## config.mk

```make
export PLATFORM = sky130hd
export DESIGN_NAME = serial_frame_rx_flat
export DESIGN_NICKNAME = d
export VERILOG_FILES = /design/src/rtl/serial_frame_rx_if.sv /design/src/rtl/serial_frame_rx.sv /design/src/flat_wrapper.sv
export SDC_FILE = /design/constraint.sdc
export NUM_CORES = 1
export LEC_CHECK = 0
export ABC_AREA = 1
export CAP_MARGIN = 40
export CELL_PAD_IN_SITES_DETAIL_PLACEMENT = 0
export CELL_PAD_IN_SITES_GLOBAL_PLACEMENT = 2
export CORE_MARGIN = 4
export CORE_UTILIZATION = 33
export CTS_CLUSTER_DIAMETER = 120
export DETAILED_ROUTE_END_ITERATION = 12
export PLACE_DENSITY_LB_ADDON = 0.1
export SYNTH_ARGS = -nofsm -noshare
export SYNTH_HDL_FRONTEND = slang
export SYNTH_SLANG_ARGS = --single-unit
export TNS_END_PERCENT = 1
```

## constraint.sdc

```tcl
create_clock -name clk -period 2.4 [get_ports clk]
set_clock_uncertainty 0.2 [all_clocks]
set_input_delay 0.36 -clock clk [delete_from_list [all_inputs] [get_ports clk]]
set_output_delay 0.36 -clock clk [all_outputs]
set_load 0.05 [all_outputs]
```

## src/rtl/serial_frame_rx_if.sv

```systemverilog
// Receiver output bundle: received word, its valid/ready handshake and status pulses.
// Latency: none, this is wiring only.
// Backpressure: ready is driven by the consumer; the receiver holds the word until ready.
interface serial_frame_rx_if #(
  parameter int DATA_W = 8
);
  logic              ready_in;
  logic [DATA_W-1:0] data_out;
  logic              valid_out;
  logic              frame_err;
  logic              overrun;
  logic              busy;

  // Receiver side: produces the word and status, consumes ready.
  modport master (
    input  ready_in,
    output data_out,
    output valid_out,
    output frame_err,
    output overrun,
    output busy
  );

  // Consumer side: accepts the word and observes status.
  modport slave (
    output ready_in,
    input  data_out,
    input  valid_out,
    input  frame_err,
    input  overrun,
    input  busy
  );
endinterface

```

## src/rtl/serial_frame_rx.sv

```systemverilog
// Async-serial frame receiver (start, DATA_W data bits LSB first, one stop bit).
// Latency: valid rises H+(DATA_W+1)*CLKS_PER_BIT+1 cycles after the start-bit falling edge.
// Backpressure: a held word is kept; a frame finishing while it is unaccepted is dropped and flagged.
module serial_frame_rx #(
  parameter int DATA_W       = 8,
  parameter int CLKS_PER_BIT = 16
) (
  input  logic                clk,
  input  logic                rst,
  input  logic                d_in,
  serial_frame_rx_if.master   rx
);

  localparam int H     = CLKS_PER_BIT / 2;
  localparam int CNT_W = $clog2(CLKS_PER_BIT);
  localparam int IDX_W = $clog2(DATA_W);

  // Counter values at which the line is sampled: mid start bit, then every full bit period.
  localparam logic [CNT_W-1:0] HALF_LAST = CNT_W'(H - 1);
  localparam logic [CNT_W-1:0] BIT_LAST  = CNT_W'(CLKS_PER_BIT - 1);
  localparam logic [IDX_W-1:0] IDX_LAST  = IDX_W'(DATA_W - 1);

  typedef enum logic [2:0] {
    IDLE,
    START,
    DATA,
    STOP,
    WAIT_IDLE
  } state_t;

  state_t            state;
  logic [CNT_W-1:0]  cnt;
  logic [IDX_W-1:0]  bit_idx;
  logic [DATA_W-1:0] shreg;

  // Frame FSM with registered outputs; sample points come from cnt wrapping at each sample.
  always_ff @(posedge clk) begin
    if (rst) begin
      state        <= IDLE;
      cnt          <= '0;
      bit_idx      <= '0;
      shreg        <= '0;
      rx.data_out  <= '0;
      rx.valid_out <= 1'b0;
      rx.frame_err <= 1'b0;
      rx.overrun   <= 1'b0;
      rx.busy      <= 1'b0;
    end else begin
      // Status flags are single-cycle pulses.
      rx.frame_err <= 1'b0;
      rx.overrun   <= 1'b0;

      // Handshake transfer; a delivery in the same cycle below overrides this.
      if (rx.valid_out && rx.ready_in) begin
        rx.valid_out <= 1'b0;
      end

      case (state)
        IDLE: begin
          if (!d_in) begin
            state   <= START;
            cnt     <= '0;
            rx.busy <= 1'b1;
          end
        end

        START: begin
          if (cnt == HALF_LAST) begin
            cnt <= '0;
            if (!d_in) begin
              state   <= DATA;
              bit_idx <= '0;
            end else begin
              // Line went back high before mid start bit: treat as a glitch.
              state   <= IDLE;
              rx.busy <= 1'b0;
            end
          end else begin
            cnt <= cnt + 1'b1;
          end
        end

        DATA: begin
          if (cnt == BIT_LAST) begin
            cnt   <= '0;
            shreg <= {d_in, shreg[DATA_W-1:1]};
            if (bit_idx == IDX_LAST) begin
              state <= STOP;
            end else begin
              bit_idx <= bit_idx + 1'b1;
            end
          end else begin
            cnt <= cnt + 1'b1;
          end
        end

        STOP: begin
          if (cnt == BIT_LAST) begin
            cnt     <= '0;
            bit_idx <= '0;
            if (d_in) begin
              state   <= IDLE;
              rx.busy <= 1'b0;
              if (!rx.valid_out || rx.ready_in) begin
                rx.data_out  <= shreg;
                rx.valid_out <= 1'b1;
              end else begin
                rx.overrun <= 1'b1;
              end
            end else begin
              rx.frame_err <= 1'b1;
              state        <= WAIT_IDLE;
            end
          end else begin
            cnt <= cnt + 1'b1;
          end
        end

        WAIT_IDLE: begin
          // After a bad stop bit, hold off until the line is released.
          if (d_in) begin
            state   <= IDLE;
            rx.busy <= 1'b0;
          end
        end

        default: begin
          state   <= IDLE;
          rx.busy <= 1'b0;
        end
      endcase
    end
  end

endmodule

```

## src/flat_wrapper.sv

```systemverilog
// flat-port wrapper written by rule: the top's interface ports become plain ports
module serial_frame_rx_flat 
#(
  parameter int DATA_W       = 8,
  parameter int CLKS_PER_BIT = 16
)
  (clk, rst, d_in, rx_ready_in, rx_data_out, rx_valid_out, rx_frame_err, rx_overrun, rx_busy);
  serial_frame_rx_if #(.DATA_W(DATA_W)) rx_i ();
  input  logic clk;
  input  logic rst;
  input  logic d_in;
  input wire logic [$bits(rx_i.ready_in)-1:0] rx_ready_in;
  output wire logic [$bits(rx_i.data_out)-1:0] rx_data_out;
  output wire logic [$bits(rx_i.valid_out)-1:0] rx_valid_out;
  output wire logic [$bits(rx_i.frame_err)-1:0] rx_frame_err;
  output wire logic [$bits(rx_i.overrun)-1:0] rx_overrun;
  output wire logic [$bits(rx_i.busy)-1:0] rx_busy;
  assign rx_i.ready_in = rx_ready_in;
  assign rx_data_out = rx_i.data_out;
  assign rx_valid_out = rx_i.valid_out;
  assign rx_frame_err = rx_i.frame_err;
  assign rx_overrun = rx_i.overrun;
  assign rx_busy = rx_i.busy;
  serial_frame_rx #(.DATA_W(DATA_W), .CLKS_PER_BIT(CLKS_PER_BIT)) u_core (.clk(clk), .rst(rst), .d_in(d_in), .rx(rx_i));
endmodule
```

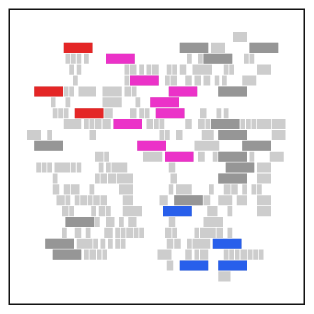
*Where the registers sit*
Drawn at 4 px/um.
legend:
  magenta:
    name_in_the_netlist: u_core.shreg
    flops: 8
  blue:
    name_in_the_netlist: u_core.cnt
    flops: 4
  red:
    name_in_the_netlist: u_core.bit_idx
    flops: 3
not coloured: 15

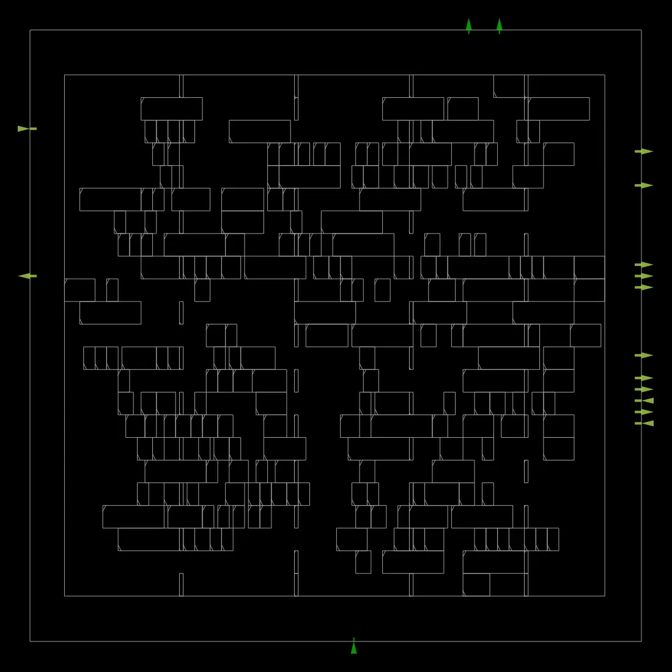
*Cell outlines without signal wires*
share of the final layout cell area in sequential cells: 0.351
number of non-filler instances in the completed layout: 267

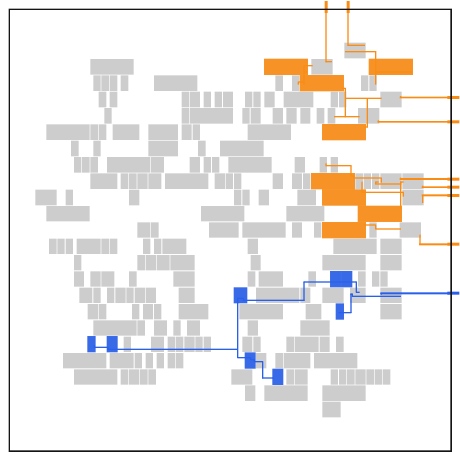
*Wires at chosen ports, followed through buffers*
Drawn at 6 px/um.
legend:
  orange:
    port: rx_data_out
    bits: 8
    direction: output
    edge: 6 right, 2 top
    end_cells: 8
    wire: 144 um
  blue:
    port: rst
    bits: 1
    direction: input
    edge: right
    end_cells: 8
    wire: 94.4 um
Port Buffers: 15
total I/O pin count: 16

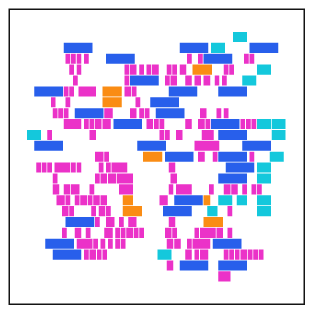
*Cell classes on the final placement*
Drawn at 4 px/um.
legend:
  blue:
    class: registers
    cells: 30
  cyan:
    class: remaining buffers and delay cells
    cells: 17
  magenta:
    class: remaining logic cells
    cells: 162
  orange:
    class: clock drivers and dummy loads
    cells: 8
core footprint: 0.00406 mm^2
row count: 23
cell area after layout: 0.00171 mm^2

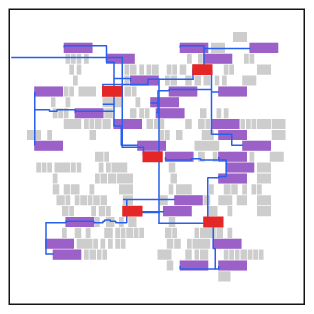
*Clock distribution*
Drawn at 4 px/um.
legend:
  blue:
    item: clock wires
    length: 430 um
  purple:
    item: flip-flops
    count: 30
  red:
    item: clock-net drivers
    count: 5
routed clock nets: 6
clock insertion delay at the later pin of the skew report: 0.28 ns
clk pwr: 0.424 mW
clock network fraction of total power: 0.274

==> notes.md <==
Purpose: to document the outcome of synthesis and place and route.

STA
The maximum clock frequency is 506 MHz. After routing, the total negative slack on setup checks comes to 0 ns. In the post-route analysis, the smallest setup slack over all paths is 0.422 ns. The transition time recorded at the tightest slew-check pin is 0.510 ns. Setup repair after global routing left no endpoint under its margin.

Counting endpoints that fail hold in the final report gives 0. In the finished design, the share of the clock period the worst path needs comes to 0.824. The most critical hold endpoint after final layout shows a slack of 0.278 ns. The total setup violations reported at the end of the flow is 0. Max-slew check failures listed in the final report amount to 0.

The worst max-slew margin expressed relative to the limit is 0.659. The final critical path time including I/O delays and setup is 1.98 ns.

Finish
The sequential cell area is 601 um^2. The multi-input gate count is 143. Ranking logic cells in the layout by count gives the top entries 54 x nor2_1, 30 x dfxtp_1, 26 x nand2_1, 19 x o21ai_0, 15 x clkdlybuf4s50_1. Among all cell classes, the greatest summed area belongs to multi-input combinational cells. From synthesis to final layout, the design area changed by 21.2%.

In the final layout, the registers with the most flip-flops are u_core.rx.data_out (8), u_core.shreg (8), u_core.cnt (4). The tally of filler cells in the layout is 412. Of all the cell area in the finished design, the clock network holds 0.0556.

The clock buffers instantiated in the layout total 6. The number of diodes is 0. The layout summary lists the proportion of cells stronger than drive strength 1 as 0.129. The most common cell after layout, fill and taps aside is nor2_1.

According to the finish report, the design has a final net count of 223. The number of inverters outside the clock class in the layout is 19. The multi-input gate area in the final layout is 711 um^2. Per the final report, the share of cell area in non-clock buffers is 0.0966. Per the layout area report, the combinational fraction of cell area is 0.416. The final cell utilization of the core is 0.422.

Counting plain and timing-repair buffers in the layout gives 17. According to the cell report, flip-flops and latches in the layout number 30.

Synthesis
For reference, the top cells by count after synthesis are 54 x nor2_1, 30 x dfxtp_1, 26 x nand2_1. The cell type contributing the most total cell area after synthesis is dfxtp_1. Summing all multiplexer cells gives an area fraction of 0. The average instance in the mapped netlist occupies 7.16 um^2. The post-synth count of flops with an enable pin is 0. Per the post-synthesis report, the number of cells in the design is 197. During synthesis, Yosys emitted a total of 0 warnings.

The post-synthesis cell type with the largest instance count is nor2_1. Of the synthesized area, sequential elements account for 0.426. The synthesized netlist was found by Yosys to have 197 cells. The flop and latch count out of synthesis is 30. Per the synth stats, the flop cell with the highest instance count is dfxtp_1. The area share of xor/xnor cells in the synthesized design is 0.00621. The cell area after synthesis is 0.00141 mm^2. The proportion of synthesized flip-flops having asynchronous set or reset is 0. The area fraction in compound gates is 0.104. The portion of synthesized cell area occupied by the leading cell type is 0.426.

The net count after synthesis is 204. The main area contributors are dfxtp_1 43%, nor2_1 14%, nand2_1 6.9%. The area recorded from the Yosys report for this design is 0.00141 mm^2. Per the synthesis report, the adder-cell share of the synthesized area is 0.0266. The simple-gate share of the synthesized area is 0.367. The post-synthesis cell type count is 27. The synthesis run identifies the leading combinational cell family as simple AND/OR/NAND/NOR gates.

Critical path
OpenSTA lists the critical path startpoint as u_core.rx.data_out[2]$_SDFFE_PP0P_. The critical path's top delay family is buffers and inverters. The number of cells on the worst reg-to-reg path is 6.

The setup check on the worst reg-to-reg path leaves a slack of 0.66 ns. The category of the worst setup path launch point is a register. Per the timing report, the most critical flop-to-flop path finishes at u_core.cnt[3]$_SDFFE_PP0P_. The critical path endpoint has a required time of 1.84 ns. The data arrival time at the worst-slack endpoint is 1.42 ns.

The worst setup path is captured at an output pin. The maximum fanout along the worst path is 2. The signal on the critical path passes through clkdlybuf4s50_1. The largest stage delay on the critical path is 0.80 ns. The startpoint identified for the worst register-to-register timing path is u_core.cnt[0]$_SDFFE_PP0P_. The buffer-and-inverter tally for the worst setup path is 1. The STA report counts the stages on the worst setup path as 1. The cell type of the slowest stage on the worst timing path is clkdlybuf4s50_1. The critical path in this run is classified as register to output pin. Following the worst setup path forward leads to its endpoint at rx_data_out[2].

Drt
The total detailed-routing wirelength is 3020 um. In the final routed layout, each cell accounts on average for 11.3 um. The met2 wire length is 1250 um. The script parses the final routing iteration and logs DRC violations as 0. The total length of routed met3 wires is 250 um. For this block, the initial DRC count from the detailed router was 48. The routed via count divided by cell count is 4.67. The highest metal layer carrying signal wires in the routed design is met4. The detailed router put a total of 1470 um of wire on met1. The count of nets left with antenna violations once routing finished came out at 0. The first-pass detailed-route iteration total is 4.

The via count is 1247.

Power
The share of total power in sequential cells is 0.394. Combinational power for this build is 0.514 mW. Of the total power, combinational logic draws 0.332. In this run, power in flip-flops and latches comes to 0.609 mW. The total internal power is 0.963 mW. The analysis attributes to cell leakage a power of 0.735 nW. The net switching power is 0.584 mW. Looking at the group totals, the largest power group turns out to be sequential cells. Summing internal, switching and leakage power gives 1.55 mW.

The total power density per cell area is 905 mW/mm^2. The worst vdd rail ir drop is 0.406 mV. The script computed the net switching share of total power as 0.377.

Placement
Per the placement report, the placed cell count is 259. The placement summary gives the final routability congestion estimate as 0.811. The placement stage leaves a total instance area of 0.00162 mm^2.

Note, the detailed placer reported a final HPWL of 2240 um. The pre-CTS setup slack is 0.377 ns.

Min path
The end point of the most critical hold path is u_core.cnt[1]$_SDFFE_PP0P_. STA lists the startpoint of the worst hold path as u_core.cnt[1]$_SDFFE_PP0P_. The tightest min-delay check is of the register to register type. The report gives the cell count of the worst hold path as 2.

Global routing
Overall routing resource usage recorded by global route was 0.125. Entering global routing, the biggest net connects 22 pins. The met2 track utilization from global routing is 0.179. The total congestion overflow is 0. The met1 demand-to-capacity share in global routing is 0.167. The via count of the first global-routing pass is 1131. The number of antenna violations at the first check in global routing is 0. The met3 track demand over resource in global routing is 0.0465. The global-route wire length before repair is 5160 um.

The global-route layer with the greatest usage is met2.

Die
The chip width is 73.4 um. The area of the die is 0.00539 mm^2. The height of the chip is 73.4 um. The starting density of the core is 0.348.

The number of tapcells is 50.

Clock tree
On the reported timing paths, the clock transition at the registers reads 0.06 ns. The post-CTS resize count is 0. The maximum buffer depth of the clock tree is 2.

The master cell of the clock root buffer is clkbuf_8. The clock tree from TritonCTS is done. Post-CTS timing repair inserted 0 buffers for setup.

The H-tree level count is 2. The number of hold buffers added after cts is 0. The clock sink count is 30. Buffers inserted during clock tree synthesis total 5.

Flow run
Across the run, the number of max-cap violations was 0. In this run the tools logged warnings totalling 26.

Outcome
The flow ran to the end, and the final reports show no timing, DRC or antenna violations.
Power figures rest on the tool's default switching activity, not on a simulated workload.
